m1.png
Cells faint in the background.
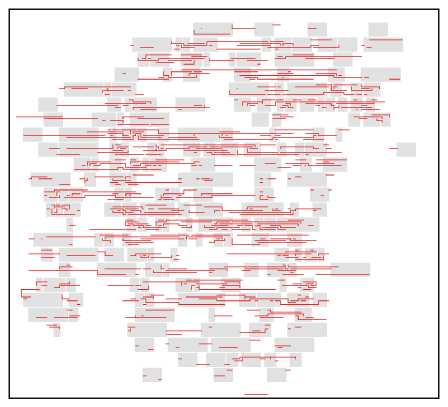
m2.png
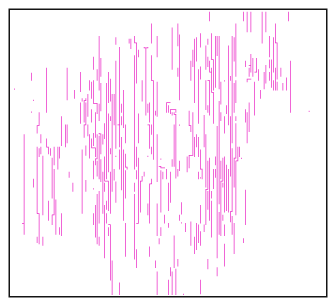
m3.png
Cells faint in the background.
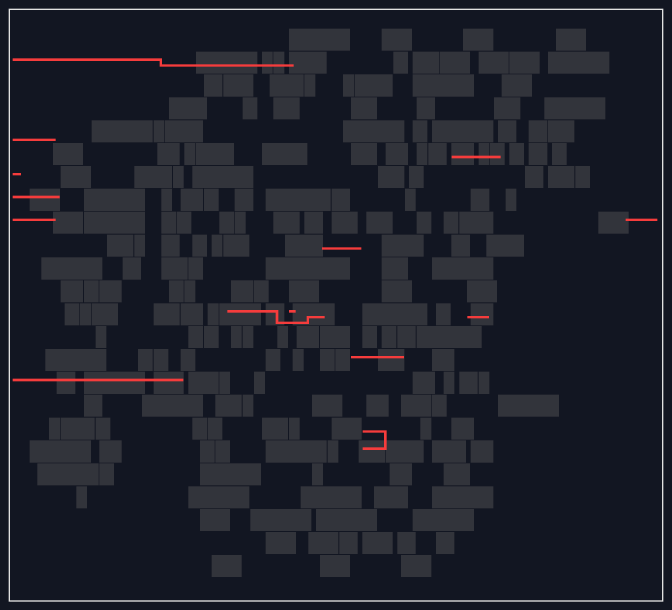
congestion_map.png
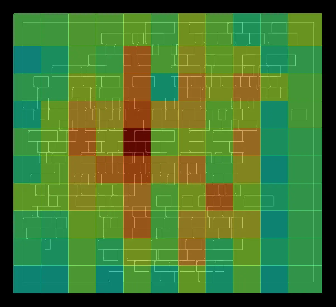
### src/rtl/traffic_pkg.sv
// Definitions shared by traffic_light and traffic_light_monitor: lamp phases,
// monitor states, fault codes and the legal phase order.
package traffic_pkg;

  typedef enum logic [2:0] {
    PH_NONE,
    PH_RED,
    PH_YELLOW,
    PH_GREEN,
    PH_MULTI
  } phase_e;

  typedef enum logic [1:0] {
    ST_INIT,
    ST_RUN,
    ST_FAULT
  } mon_state_e;

  localparam logic [2:0] FC_NONE    = 3'd0;
  localparam logic [2:0] FC_ONEHOT  = 3'd1;
  localparam logic [2:0] FC_ILLEGAL = 3'd2;
  localparam logic [2:0] FC_SHORT   = 3'd3;
  localparam logic [2:0] FC_LONG    = 3'd4;

  function automatic phase_e next_phase(input phase_e p);
    phase_e n;
    case (p)
      PH_GREEN:  n = PH_YELLOW;
      PH_YELLOW: n = PH_RED;
      PH_RED:    n = PH_GREEN;
      default:   n = PH_NONE;
    endcase
    return n;
  endfunction

  // Lamp vector is ordered {red, yellow, green}.
  function automatic phase_e decode_lamps(input logic [2:0] ryg);
    phase_e p;
    case (ryg)
      3'b000:  p = PH_NONE;
      3'b100:  p = PH_RED;
      3'b010:  p = PH_YELLOW;
      3'b001:  p = PH_GREEN;
      default: p = PH_MULTI;
    endcase
    return p;
  endfunction

endpackage

### src/rtl/flash_timer.sv
// Half-period toggler for the fault flash. 'flash' is the level the lamp takes
// on the current edge; a rising enable restarts the pattern from "lit, count 0".
module flash_timer #(
  parameter int FLASH_HALF = 3
) (
  input  logic clk,
  input  logic rst,
  input  logic en,
  output logic flash
);

  localparam int HW = (FLASH_HALF > 1) ? $clog2(FLASH_HALF) : 1;

  logic [HW-1:0] half_q, half_d, base_half;
  logic          lvl_q, lvl_d, base_lvl;
  logic          en_q;
  logic          rise;

  always_comb begin
    rise      = en & ~en_q;
    base_half = rise ? '0 : half_q;
    base_lvl  = rise ? 1'b1 : lvl_q;
    half_d    = half_q;
    lvl_d     = lvl_q;
    if (en) begin
      if (base_half == HW'(FLASH_HALF - 1)) begin
        half_d = '0;
        lvl_d  = ~base_lvl;
      end else begin
        half_d = base_half + HW'(1);
        lvl_d  = base_lvl;
      end
    end
  end

  assign flash = lvl_d;

  always_ff @(posedge clk) begin
    if (rst) begin
      half_q <= '0;
      lvl_q  <= 1'b1;
      en_q   <= 1'b0;
    end else begin
      half_q <= half_d;
      lvl_q  <= lvl_d;
      en_q   <= en;
    end
  end

endmodule

### src/rtl/traffic_light_monitor.sv
// Safety monitor between traffic_light and the lamp drivers: checks one-hot,
// phase order and phase durations, and forces flashing red on any violation.
module traffic_light_monitor
  import traffic_pkg::*;
#(
  parameter int MIN_GREEN  = 4,
  parameter int MIN_YELLOW = 2,
  parameter int MIN_RED    = 4,
  parameter int MAX_PHASE  = 16,
  parameter int FLASH_HALF = 3,
  parameter int CNT_W      = 8
) (
  input  logic             clk,
  input  logic             rst,
  input  logic             red_in,
  input  logic             yellow_in,
  input  logic             green_in,
  input  logic             fault_clr,
  output logic             red_out,
  output logic             yellow_out,
  output logic             green_out,
  output logic             fault,
  output logic [2:0]       fault_code,
  output logic [CNT_W-1:0] phase_cnt
);

  mon_state_e       state_q, state_d;
  phase_e           cur_q, cur_d;
  phase_e           ph_in;
  logic [2:0]       in_q, in_d;
  logic [2:0]       lamps_q, lamps_d;
  logic [CNT_W-1:0] cnt_q, cnt_d;
  logic [CNT_W-1:0] min_hold;
  logic             fault_q, fault_d;
  logic [2:0]       code_q, code_d;
  logic [2:0]       chk_code;
  logic             flash;

  flash_timer #(.FLASH_HALF(FLASH_HALF)) u_flash (
    .clk   (clk),
    .rst   (rst),
    .en    (state_q == ST_FAULT),
    .flash (flash)
  );

  always_comb begin
    in_d  = {red_in, yellow_in, green_in};
    ph_in = decode_lamps(in_q);
    case (cur_q)
      PH_GREEN:  min_hold = CNT_W'(MIN_GREEN);
      PH_YELLOW: min_hold = CNT_W'(MIN_YELLOW);
      default:   min_hold = CNT_W'(MIN_RED);
    endcase

    // Only the highest-priority violation is reported.
    chk_code = FC_NONE;
    if (ph_in == PH_NONE || ph_in == PH_MULTI)
      chk_code = FC_ONEHOT;
    else if (ph_in != cur_q && ph_in != next_phase(cur_q))
      chk_code = FC_ILLEGAL;
    else if (ph_in != cur_q && cnt_q < min_hold)
      chk_code = FC_SHORT;
    else if (ph_in == cur_q && cnt_q == CNT_W'(MAX_PHASE))
      chk_code = FC_LONG;

    state_d = state_q;
    cur_d   = cur_q;
    cnt_d   = cnt_q;
    fault_d = fault_q;
    code_d  = code_q;
    lamps_d = lamps_q;

    case (state_q)
      ST_INIT: begin
        lamps_d = 3'b100;
        if (ph_in != PH_NONE && ph_in != PH_MULTI) begin
          state_d = ST_RUN;
          cur_d   = ph_in;
          cnt_d   = CNT_W'(1);
          lamps_d = in_q;
        end
      end
      ST_RUN: begin
        if (chk_code != FC_NONE) begin
          state_d = ST_FAULT;
          fault_d = 1'b1;
          code_d  = chk_code;
          lamps_d = 3'b100;
        end else begin
          lamps_d = in_q;
          if (ph_in == cur_q) begin
            cnt_d = cnt_q + CNT_W'(1);
          end else begin
            cur_d = ph_in;
            cnt_d = CNT_W'(1);
          end
        end
      end
      ST_FAULT: begin
        lamps_d = {flash, 2'b00};
        if (fault_clr) begin
          state_d = ST_INIT;
          fault_d = 1'b0;
          code_d  = FC_NONE;
          cnt_d   = '0;
          lamps_d = 3'b100;
        end
      end
      default: begin
        state_d = ST_INIT;
        lamps_d = 3'b100;
      end
    endcase
  end

  always_ff @(posedge clk) begin
    if (rst) begin
      state_q <= ST_INIT;
      in_q    <= 3'b000;
      cur_q   <= PH_NONE;
      cnt_q   <= '0;
      fault_q <= 1'b0;
      code_q  <= FC_NONE;
      lamps_q <= 3'b100;
    end else begin
      state_q <= state_d;
      in_q    <= in_d;
      cur_q   <= cur_d;
      cnt_q   <= cnt_d;
      fault_q <= fault_d;
      code_q  <= code_d;
      lamps_q <= lamps_d;
    end
  end

  assign red_out    = lamps_q[2];
  assign yellow_out = lamps_q[1];
  assign green_out  = lamps_q[0];
  assign fault      = fault_q;
  assign fault_code = code_q;
  assign phase_cnt  = cnt_q;

endmodule

### config.mk
export PLATFORM = sky130hd
export DESIGN_NAME = traffic_light_monitor
export DESIGN_NICKNAME = d
export VERILOG_FILES = /design/src/rtl/traffic_pkg.sv /design/src/rtl/flash_timer.sv /design/src/rtl/traffic_light_monitor.sv
export SDC_FILE = /design/constraint.sdc
export NUM_CORES = 1
export LEC_CHECK = 0
export ABC_CLOCK_PERIOD_IN_PS = 3050
export CAP_MARGIN = 5
export CORE_ASPECT_RATIO = 0.9
export CORE_MARGIN = 2
export CORE_UTILIZATION = 35
export DETAILED_ROUTE_END_ITERATION = 10
export PLACE_DENSITY_LB_ADDON = 0.2
export SLEW_MARGIN = 0
export SYNTH_ARGS = -nofsm -noshare
export SYNTH_HDL_FRONTEND = slang
export SYNTH_SLANG_ARGS = --single-unit
### constraint.sdc
create_clock -name clk -period 3.05 [get_ports clk]
set_input_delay 0.7625 -clock clk [delete_from_list [all_inputs] [get_ports clk]]
set_output_delay 0.7625 -clock clk [all_outputs]
set_load 0.02 [all_outputs]
==> flow_metrics.py <==
# Synthesis and PnR figures
metrics = {
    "outcome": {
        "status": "complete, no violations",
    },
    "routing": {
        "drc_errors": 0,
        "vias": 1486,
        "routed-wl-met2_mm": 1.836,
        "wl_mm": 3.869,
        "drt_iter0_drc": 99,
    },
    "die": {
        "tapCellCount": 65,
        "io_pins": 21,
    },
    "final_layout": {
        "flop_area_um2": 540.5,
        "comb_area_share_pct": 53.68,
        "logic_gates": 148,
        "seq_area_share_pct": 26.97,
        "fillers": 500,
        "seq_cell_count": 27,
        "logic_area_mm2": 0.001076,
    },
    "critical_path": {
        "critPathRequiredTime_ns": 3.22,
        "r2r_slack_ns": 0.43,
        "rr_worst_depth": 6,
    },
    "clock_network": {
        "clock_sinks": 27,
    },
    "synth": {
        "numSynthFlops": 27,
        "synth.top_cell.area_share_pct": 31.74,
        "edf_count": 0,
        "ys_chip_area_mm2": 0.001703,
        "synth_nets": 208,
        "synthCells": 195,
        "netlist_area_mm2": 0.001703,
        "ys_warn_count": 0,
        "synth_seq_share_pct": 31.74,
    },
    "pwr": {
        "power.total_mw": 1.244,
        "power_switching_share_pct": 40.83,
        "p_clk_share_pct": 17.6,
        "power_frac_seq_pct": 36.6,
        "intPower_mw": 0.7358,
    },
    "placed_design": {
        "gp_congestion": 0.8143,
        "pre_cts_ws_ns": 0.4499,
        "port_buffers": 20,
    },
    "global_route": {
        "antenna_found_initial": 0,
        "grt_max_degree": 26,
        "grt.overflow.total": 0,
    },
    "hold_path": {
        "hold_class": "flip-flop to flip-flop",
    },
    "timing": {
        "max_freq_mhz": 382.3,
    },
}
Notes on m1.png above:
share of all routed wire: 49%
main direction: horizontal
nets with wire on the layer: 205
wire length on this layer: 1880 um
longest straight run: 28.1 um

Notes on m2.png above:
nets with wire on the layer: 180
wire length on this layer: 1840 um
share of all routed wire: 47%

Notes on m3.png above:
longest straight run: 20.0 um
share of all routed wire: 2.9%
main direction: horizontal

Notes on congestion_map.png above:
met1 GRT Util: 19.79%
GR peak layer: met2
DR WL/cell: 14.02 um

synth_stat cells (4+ instances only):
library cell  number
dfxtp_1           27
nor2_1            16
a21oi_1           11
inv_1              9
nand2_1            9
nor3_1             9
o21ai_0            9
ha_1               7
nand3_1            7
a211o_1            6
and3_1             6
clkbuf_1           5
nand2b_1           5
nor2b_1            4
critical path, cell delays in order (launching register included):
cell and delay [ns]:
dfxtp_1 0.65, nand4bb_1 0.15, a211oi_1 0.60, o31ai_4 0.16
a211o_2 0.41, a21oi_2 0.20, mux2_1 0.34
registers in the layout, summed over array words and instances (netlist names):
name,flops
cur_q,3
fault,1
fault_code,3
in_q,3
lamps_q,3
phase_cnt,8
state_q,2
u_flash.en_q,1
u_flash.half_q,2
u_flash.lvl_q,1
worst max-delay path by stage:
stage                         endpoint  slack (ns)       from  cells after the start
after global routing      phase_cnt[0]        0.34    in_q[0]                      6
after CTS                 phase_cnt[0]        0.45    in_q[0]                      6
after global placement    phase_cnt[0]        0.46    in_q[0]                      6
after floorplan           phase_cnt[0]        0.78   cur_q[1]                      7
after detailed placement  phase_cnt[6]        0.45  fault_clr                      7
final                     phase_cnt[0]        0.43    in_q[0]                      6
cells by family (layout without fill, tap and decap cells):
group	count (synthesis)	count (layout)	share of synthesized area (%)
XOR/XNOR	4	4	2.058
AND/OR/NAND/NOR	79	79	26.82
AND-OR/OR-AND	52	52	25.50
multiplexers	5	5	3.086
adder cells (fa/ha/maj)	8	8	5.731
buffers and inverters	20	36	5.070
flip-flops	27	27	31.74
power groups by stage:
stage | clock network, mW | registers (mW) | logic (mW)
after global routing | 0.246 | 0.466 | 0.627
after CTS | 0.231 | 0.456 | 0.570
after floorplan | 0 | 0.480 | 0.391
after detailed placement | 0 | 0.463 | 0.565
final | 0.218 | 0.456 | 0.570
after global placement | 0 | 0.463 | 0.571
Power is estimated from default activity; no workload was simulated.
